Fig. 1: sequential cells grouped by signal name
The bar under the picture is 50 um long.
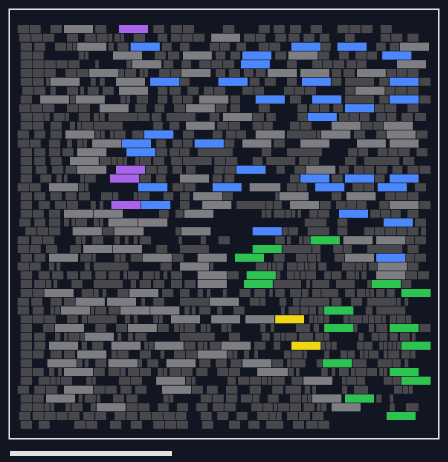
Fig. 2: wires at chosen ports, followed through buffers
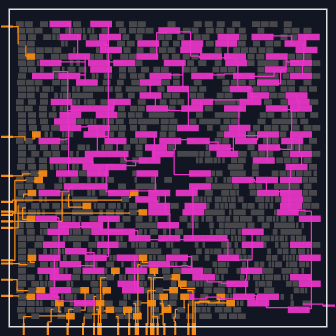
Fig. 3: sizing map
The bar under the picture is 50 um long.
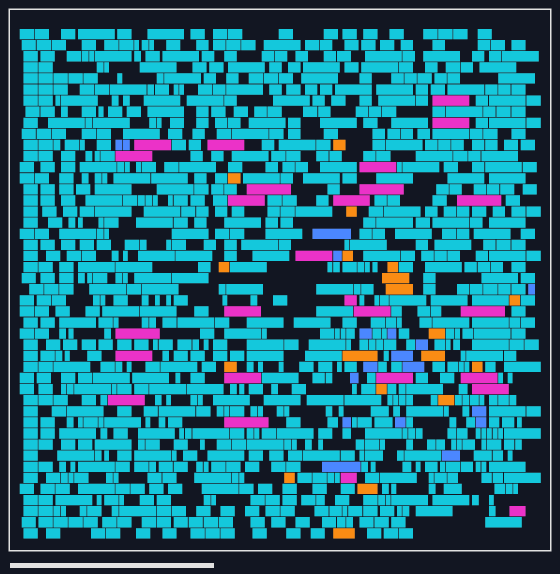
Fig. 4: signal wires by layer
The bar under the picture is 50 um long.
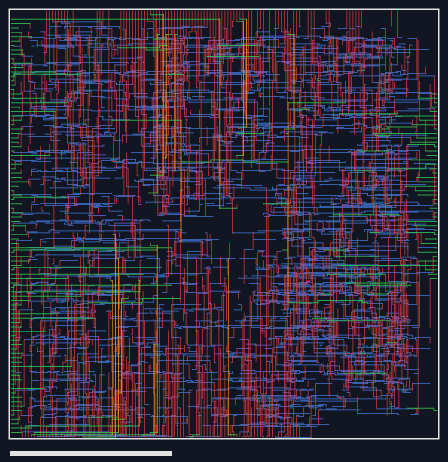
Fig. 5: clock nets
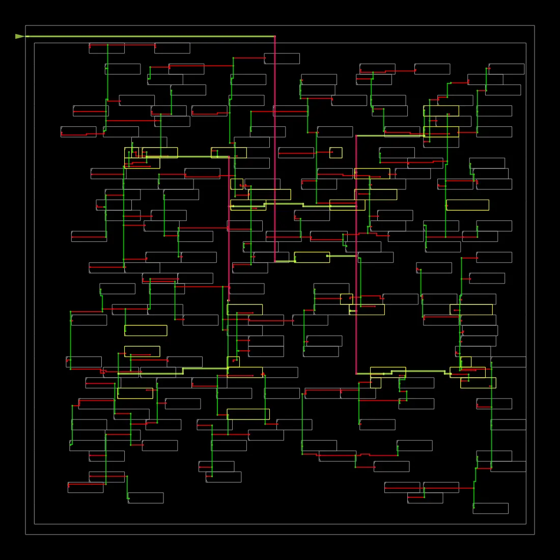
## src/rtl/urv_dm_arbiter.sv

```systemverilog
// ---------------------------------------------------------------------------
// urv_dm_arbiter
//
// Shares one single-outstanding data-memory bus between the uRV data port
// (CPU) and a host master (debug / DMA / loader). One access is in flight at a
// time. Contention is resolved round-robin, and an access whose bus ack never
// arrives is aborted after g_timeout cycles so neither master can hang.
//
// Parameters
//   g_timeout    mem_ack_i wait cycles before abort (1..65535, 0 = never abort)
//   g_cpu_first  grantee on the first contention after reset (1 = CPU, 0 = host)
//
// Ports
//   clk_i, rst_n_i                  clock (rising edge), async active-low reset
//   cpu_addr_i/wdata_i/sel_i        CPU access fields, valid with a request
//   cpu_load_i, cpu_store_i         CPU request levels, held until cpu_ready_o
//   cpu_ready_o                     CPU request accepted this cycle (comb.)
//   cpu_rdata_o                     load data, valid with cpu_load_done_o
//   cpu_load_done_o/store_done_o    one-cycle completion pulses
//   host_addr_i/wdata_i/sel_i/we_i  host access fields
//   host_req_i                      host request level, held until host_ack_o
//   host_ack_o, host_rdata_o        one-cycle completion pulse, read data
//   host_err_o                      with host_ack_o: the access timed out
//   mem_addr_o/wdata_o/sel_o/we_o   registered bus fields
//   mem_req_o                       bus request, held until mem_ack_i or abort
//   mem_rdata_i, mem_ack_i          bus read data and one-cycle completion
//   timeout_o                       one-cycle pulse when an access is aborted
// ---------------------------------------------------------------------------
module urv_dm_arbiter #(
    parameter int unsigned g_timeout   = 255,
    parameter bit          g_cpu_first = 1'b1
) (
    input  logic        clk_i,
    input  logic        rst_n_i,
    input  logic [31:0] cpu_addr_i,
    input  logic [31:0] cpu_wdata_i,
    input  logic [3:0]  cpu_sel_i,
    input  logic        cpu_load_i,
    input  logic        cpu_store_i,
    output logic        cpu_ready_o,
    output logic [31:0] cpu_rdata_o,
    output logic        cpu_load_done_o,
    output logic        cpu_store_done_o,
    input  logic [31:0] host_addr_i,
    input  logic [31:0] host_wdata_i,
    input  logic [3:0]  host_sel_i,
    input  logic        host_we_i,
    input  logic        host_req_i,
    output logic        host_ack_o,
    output logic [31:0] host_rdata_o,
    output logic        host_err_o,
    output logic [31:0] mem_addr_o,
    output logic [31:0] mem_wdata_o,
    output logic [3:0]  mem_sel_o,
    output logic        mem_we_o,
    output logic        mem_req_o,
    input  logic [31:0] mem_rdata_i,
    input  logic        mem_ack_i,
    output logic        timeout_o
);

    typedef enum logic [1:0] {
        ST_IDLE      = 2'd0,
        ST_CPU_XFER  = 2'd1,
        ST_HOST_XFER = 2'd2,
        ST_DONE      = 2'd3
    } state_t;

    localparam logic [16:0] TIMEOUT_LIM = 17'(g_timeout);
    localparam bit          TIMEOUT_EN  = (g_timeout != 0);

    state_t      state_q, state_d;
    logic        last_host_q, last_host_d;     // 1: host held the last grant
    logic [15:0] cnt_q, cnt_d;
    logic [31:0] mem_addr_q, mem_addr_d;
    logic [31:0] mem_wdata_q, mem_wdata_d;
    logic [3:0]  mem_sel_q, mem_sel_d;
    logic        mem_we_q, mem_we_d;
    logic        mem_req_q, mem_req_d;
    logic        cpu_load_done_q, cpu_load_done_d;
    logic        cpu_store_done_q, cpu_store_done_d;
    logic [31:0] cpu_rdata_q, cpu_rdata_d;
    logic        host_ack_q, host_ack_d;
    logic        host_err_q, host_err_d;
    logic [31:0] host_rdata_q, host_rdata_d;
    logic        timeout_q, timeout_d;

    logic        cpu_act;
    logic        grant_cpu;
    logic        grant_host;
    logic        hit_limit;
    logic        cpu_ready_int;
    logic        finish;
    logic        finish_err;
    logic [31:0] finish_data;

    always_comb begin
        state_d          = state_q;
        last_host_d      = last_host_q;
        cnt_d            = cnt_q;
        mem_addr_d       = mem_addr_q;
        mem_wdata_d      = mem_wdata_q;
        mem_sel_d        = mem_sel_q;
        mem_we_d         = mem_we_q;
        mem_req_d        = mem_req_q;
        cpu_rdata_d      = cpu_rdata_q;
        host_rdata_d     = host_rdata_q;
        // Completion flags are single-cycle pulses: they clear unless re-set.
        cpu_load_done_d  = 1'b0;
        cpu_store_done_d = 1'b0;
        host_ack_d       = 1'b0;
        host_err_d       = 1'b0;
        timeout_d        = 1'b0;
        cpu_ready_int    = 1'b0;
        finish           = 1'b0;
        finish_err       = 1'b0;
        finish_data      = 32'h0;

        cpu_act    = cpu_load_i | cpu_store_i;
        // Under contention the master that did not win last time is served.
        grant_cpu  = cpu_act && (!host_req_i || last_host_q);
        grant_host = host_req_i && !grant_cpu;
        // The limit is reached on the cycle that would bring the count to
        // g_timeout; an ack in that same cycle takes precedence.
        hit_limit  = TIMEOUT_EN && (({1'b0, cnt_q} + 17'd1) == TIMEOUT_LIM);

        case (state_q)
            ST_IDLE: begin
                if (grant_cpu) begin
                    cpu_ready_int = 1'b1;
                    mem_addr_d    = cpu_addr_i;
                    mem_wdata_d   = cpu_wdata_i;
                    mem_sel_d     = cpu_sel_i;
                    mem_we_d      = cpu_store_i;   // load+store together acts as a store
                    mem_req_d     = 1'b1;
                    last_host_d   = 1'b0;
                    cnt_d         = 16'h0;
                    state_d       = ST_CPU_XFER;
                end else if (grant_host) begin
                    mem_addr_d    = host_addr_i;
                    mem_wdata_d   = host_wdata_i;
                    mem_sel_d     = host_sel_i;
                    mem_we_d      = host_we_i;
                    mem_req_d     = 1'b1;
                    last_host_d   = 1'b1;
                    cnt_d         = 16'h0;
                    state_d       = ST_HOST_XFER;
                end
            end
            ST_CPU_XFER, ST_HOST_XFER: begin
                if (mem_ack_i) begin
                    finish      = 1'b1;
                    finish_data = mem_rdata_i;
                end else if (hit_limit) begin
                    finish      = 1'b1;
                    finish_err  = 1'b1;
                    timeout_d   = 1'b1;
                end else begin
                    cnt_d = cnt_q + 16'd1;
                end
                if (finish) begin
                    mem_req_d = 1'b0;
                    state_d   = ST_DONE;
                end
            end
            ST_DONE: state_d = ST_IDLE;
            default: state_d = ST_IDLE;
        endcase

        // Load the completion registers so they are visible during DONE.
        // Read data is updated for reads and for aborts (which return zero);
        // completed writes leave the previous read value in place.
        if (finish) begin
            if (state_q == ST_CPU_XFER) begin
                cpu_store_done_d = mem_we_q;
                cpu_load_done_d  = !mem_we_q;
                if (!mem_we_q || finish_err) begin
                    cpu_rdata_d = finish_data;
                end
            end else begin
                host_ack_d = 1'b1;
                host_err_d = finish_err;
                if (!mem_we_q || finish_err) begin
                    host_rdata_d = finish_data;
                end
            end
        end
    end

    always_ff @(posedge clk_i or negedge rst_n_i) begin
        if (!rst_n_i) begin
            state_q          <= ST_IDLE;
            last_host_q      <= g_cpu_first;   // CPU first means host "won last"
            cnt_q            <= 16'h0;
            mem_addr_q       <= 32'h0;
            mem_wdata_q      <= 32'h0;
            mem_sel_q        <= 4'h0;
            mem_we_q         <= 1'b0;
            mem_req_q        <= 1'b0;
            cpu_load_done_q  <= 1'b0;
            cpu_store_done_q <= 1'b0;
            cpu_rdata_q      <= 32'h0;
            host_ack_q       <= 1'b0;
            host_err_q       <= 1'b0;
            host_rdata_q     <= 32'h0;
            timeout_q        <= 1'b0;
        end else begin
            state_q          <= state_d;
            last_host_q      <= last_host_d;
            cnt_q            <= cnt_d;
            mem_addr_q       <= mem_addr_d;
            mem_wdata_q      <= mem_wdata_d;
            mem_sel_q        <= mem_sel_d;
            mem_we_q         <= mem_we_d;
            mem_req_q        <= mem_req_d;
            cpu_load_done_q  <= cpu_load_done_d;
            cpu_store_done_q <= cpu_store_done_d;
            cpu_rdata_q      <= cpu_rdata_d;
            host_ack_q       <= host_ack_d;
            host_err_q       <= host_err_d;
            host_rdata_q     <= host_rdata_d;
            timeout_q        <= timeout_d;
        end
    end

    // Ready is combinational, so it is also forced low while reset is held.
    assign cpu_ready_o      = cpu_ready_int & rst_n_i;
    assign cpu_rdata_o      = cpu_rdata_q;
    assign cpu_load_done_o  = cpu_load_done_q;
    assign cpu_store_done_o = cpu_store_done_q;
    assign host_ack_o       = host_ack_q;
    assign host_rdata_o     = host_rdata_q;
    assign host_err_o       = host_err_q;
    assign mem_addr_o       = mem_addr_q;
    assign mem_wdata_o      = mem_wdata_q;
    assign mem_sel_o        = mem_sel_q;
    assign mem_we_o         = mem_we_q;
    assign mem_req_o        = mem_req_q;
    assign timeout_o        = timeout_q;

endmodule

```

## config.mk

```make
export PLATFORM = sky130hd
export DESIGN_NAME = urv_dm_arbiter
export DESIGN_NICKNAME = d
export VERILOG_FILES = /design/src/rtl/urv_dm_arbiter.sv
export SDC_FILE = /design/constraint.sdc
export NUM_CORES = 1
export LEC_CHECK = 0
export CAP_MARGIN = 10
export CORE_MARGIN = 2
export CORE_UTILIZATION = 47
export DETAILED_ROUTE_END_ITERATION = 8
export GPL_TIMING_DRIVEN = 1
export PLACE_DENSITY_LB_ADDON = 0.12
export SLEW_MARGIN = 20
export SYNTH_ARGS = -nofsm -noshare
export SYNTH_HDL_FRONTEND = slang
export SYNTH_SLANG_ARGS = --single-unit
```

## constraint.sdc

```tcl
create_clock -name clk_i -period 7.9 [get_ports clk_i]
set_input_delay 1.58 -clock clk_i [delete_from_list [all_inputs] [get_ports clk_i]]
set_output_delay 1.58 -clock clk_i [all_outputs]
set_load 0.02 [all_outputs]
```

==> flow_summary.ini <==
; synthesis and place-and-route metrics
[floorplanning]
taps = 216
rows = 46
dieArea_mm2 = 0.0175
fp_util = 0.484
die_h_um = 132

[yosys]
synthCells = 719
synthDistinctLibCells = 64
ys_seq_elements = 158
synth_area_mm2 = 0.00775
yosys-stat-cells = 719
synthFlopType = dfrtp_1

[finish]
clk_share = 0.0573
instances_no_fill = 1227
lay_top_cells = 312 x clkdlybuf4s50_1, 156 x dfrtp_1, 127 x a22o_1
dominant_cells = sequential cells
drive_gt1_frac = 0.0623
inverters_excl_clock = 10
nets = 1179
clkbuf_count = 17
comb_cells = 491
buffer_area_frac = 0.275
layout.cells.most_common = clkdlybuf4s50_1
fin_area_mm2 = 0.0116
comb_share = 0.300
fillers = 1220

[critical_path]
worstSetupStartpointType = primary input
cp-end-kind = output pin
critPathCapture = cpu_ready_o
reg2reg_slack_ns = 4.56
crit_chain = clkdlybuf4s50_1 -> nand2b_1 -> o21a_4 -> and3_1 -> clkdlybuf4s50_1
critPathMostFrequentCell = clkdlybuf4s50_1
cp_slowest_cell = clkdlybuf4s50_1
path_buffers = 2
cp.depth = 5
crit_start = host_req_i
cpPeakStageDelay_ns = 0.60
worst_r2r_endpoint = mem_req_o$_DFFE_PN0P_
cp_max_fo = 11
cp.arrival_ns = 3.14
cp_data_required_time_ns = 6.32

[power]
leakage_nw = 4.95
ir_drop_uv = 206
power.total_mw = 4.79

[timing]
relSlewSlack = 0.326
slew_violations = 0
rsz0062_at_grt = false
layout_min_cycle_time_ns = 4.72
clock.fmax_mhz = 212
setup_viol = 0
skew_ns = 0.0114
tightest_slew_ns = 1.01
whs_ns = 0.476
postLayoutSetupSlackWorst_ns = 3.18
fin_crit_sh = 0.598

[min_path]
hold_end = mem_wdata_o[9]$_DFFE_PN0P_
hold_class = reg2reg
holdPathStages = 2
min_from = mem_wdata_o[9]$_DFFE_PN0P_

[placement]
dpl_cell_area_mm2 = 0.0109
gp_congestion = 0.874
hpwl_mm = 16.3
dp_cells = 1196

[drt]
drt_iter0_drc = 586
drc_errors = 0
ant_nets = 0
first_pass_iters = 7
avgViaCountPerCell = 5.55

[flow_run]
max-cap-violations = 0
warnings = 31

[clocking]
cts_root_buf = clkbuf_16
cts_setup_buffers = 0
cts_sinks = 158
hold_buffers = 0
h-tree-depth = 4
cts_resized = 0
clk_path_buf_depth = 2
cts_tree = done
clkTransAtPathRegs_ns = 0.06
numCtsBuffers = 17
insertion_delay_ns = 0.42

[global_route]
grt_overflow = 0
grt_pass1_vias = 6621
grt_max_degree = 133
grt_pass1_wl_mm = 36.5
antenna_found_initial = 1

[outcome]
run_status = completed
Back to the opening pictures, Fig. 1:
[`cnt_q`] green | flops: 16
[`mem_sel_o`] purple | flops: 4
[`state_q`] yellow | flops: 2
[`cpu_rdata_o`] blue | flops: 32
not coloured: 104
Seq/total area: 0.341
Final Util: 0.726
Power Sequential: 1.42 mW
flip-flop and latch area: 0.00396 mm2

Back to the opening pictures, Fig. 2:
[`rst_n_i`] magenta | bits: 1 | direction: input | end cells: 159 | wire: 1160 um
[`cpu_wdata_i`] orange | bits: 32 | direction: input | end cells: 32 | wire: 645 um
# IOs: 315
PortBufs: 314

Back to the opening pictures, Fig. 3:
[drive 3 to 4] orange | cells: 19 | share: 1.9% | most used: buf_4
[drive 1 or less] cyan | cells: 948 | share: 94% | most used: clkdlybuf4s50_1
[drive 2] blue | cells: 18 | share: 1.8%
[drive 6 and up] magenta | cells: 26 | share: 2.6% | most used: clkbuf_16

Back to the opening pictures, Fig. 4:
[met4] orange | wire length: 819 um
[met3] green | wire length: 1590 um
[met1] blue | wire length: 9420 um
[met2] red | wire length: 11400 um
Routed wire per std cell: 19.0 um
routed wire length: 23.3 mm
routed vias: 6804
GRT Total Usage: 0.265

Back to the opening pictures, Fig. 5:
clk pwr: 929 uW
Flop Count: 158

-- where the power goes --
part	internal (mW)	switching, mW
Combinational	1.17	1.27
Clock	0.592	0.337
Sequential	1.17	0.252
-- cell usage after synthesis (3+ instances only) --
library cell / count / share of area
o21ai_0: 78 / 0.050
dfrtp_1: 157 / 0.51
ha_1: 5 / 0.0081
mux2i_1: 75 / 0.097
nor3_1: 5 / 0.0032
o21a_1: 3 / 0.0029
inv_1: 9 / 0.0044
nand3_1: 11 / 0.0071
buf_6: 7 / 0.010
o211ai_1: 7 / 0.0068
a22o_1: 127 / 0.14
or4_1: 3 / 0.0029
and3_1: 4 / 0.0032
buf_2: 7 / 0.0045
nand4_1: 5 / 0.0040
nand2_1: 99 / 0.048
nor2_1: 12 / 0.0058
a22oi_1: 4 / 0.0039
nor4_1: 3 / 0.0024
nand2b_1: 4 / 0.0032
buf_1: 8 / 0.0039
clkbuf_1: 35 / 0.017
a21oi_1: 4 / 0.0026
-- flip-flops by register name, summed over array words and instances, names as in the netlist --
name              count
timeout_o             1
cpu_rdata_o          32
cpu_store_done_o      1
state_q               2
mem_sel_o             4
cpu_load_done_o       1
host_err_o            1
mem_req_o             1
mem_wdata_o          32
last_host_q           1
cnt_q                16
mem_addr_o           32
mem_we_o              1
host_ack_o            1
host_rdata_o         32
-- cells by family after synthesis --
logic type,share of synthesized area
buffers and inverters,0.0438
muxes,0.0969
and+or+nand+nor,0.105
adders and majority gates,0.00808
AOI/OAI and AO/OA,0.233
xor gates and xnor gates,0.00226
DFF,0.511
-- per-layer routing --
layer | up-vias | share of wire | global-route usage
met4 | 0 | 0.035 | 0.111
met3 | 41 | 0.068 | 0.0730
met5 | - | 0 | 0
met1 | 3269 | 0.40 | 0.334
li1 | 3226 | - | -
met2 | 268 | 0.49 | 0.432
No activity file was given, so power comes from the tool's default toggle rates.
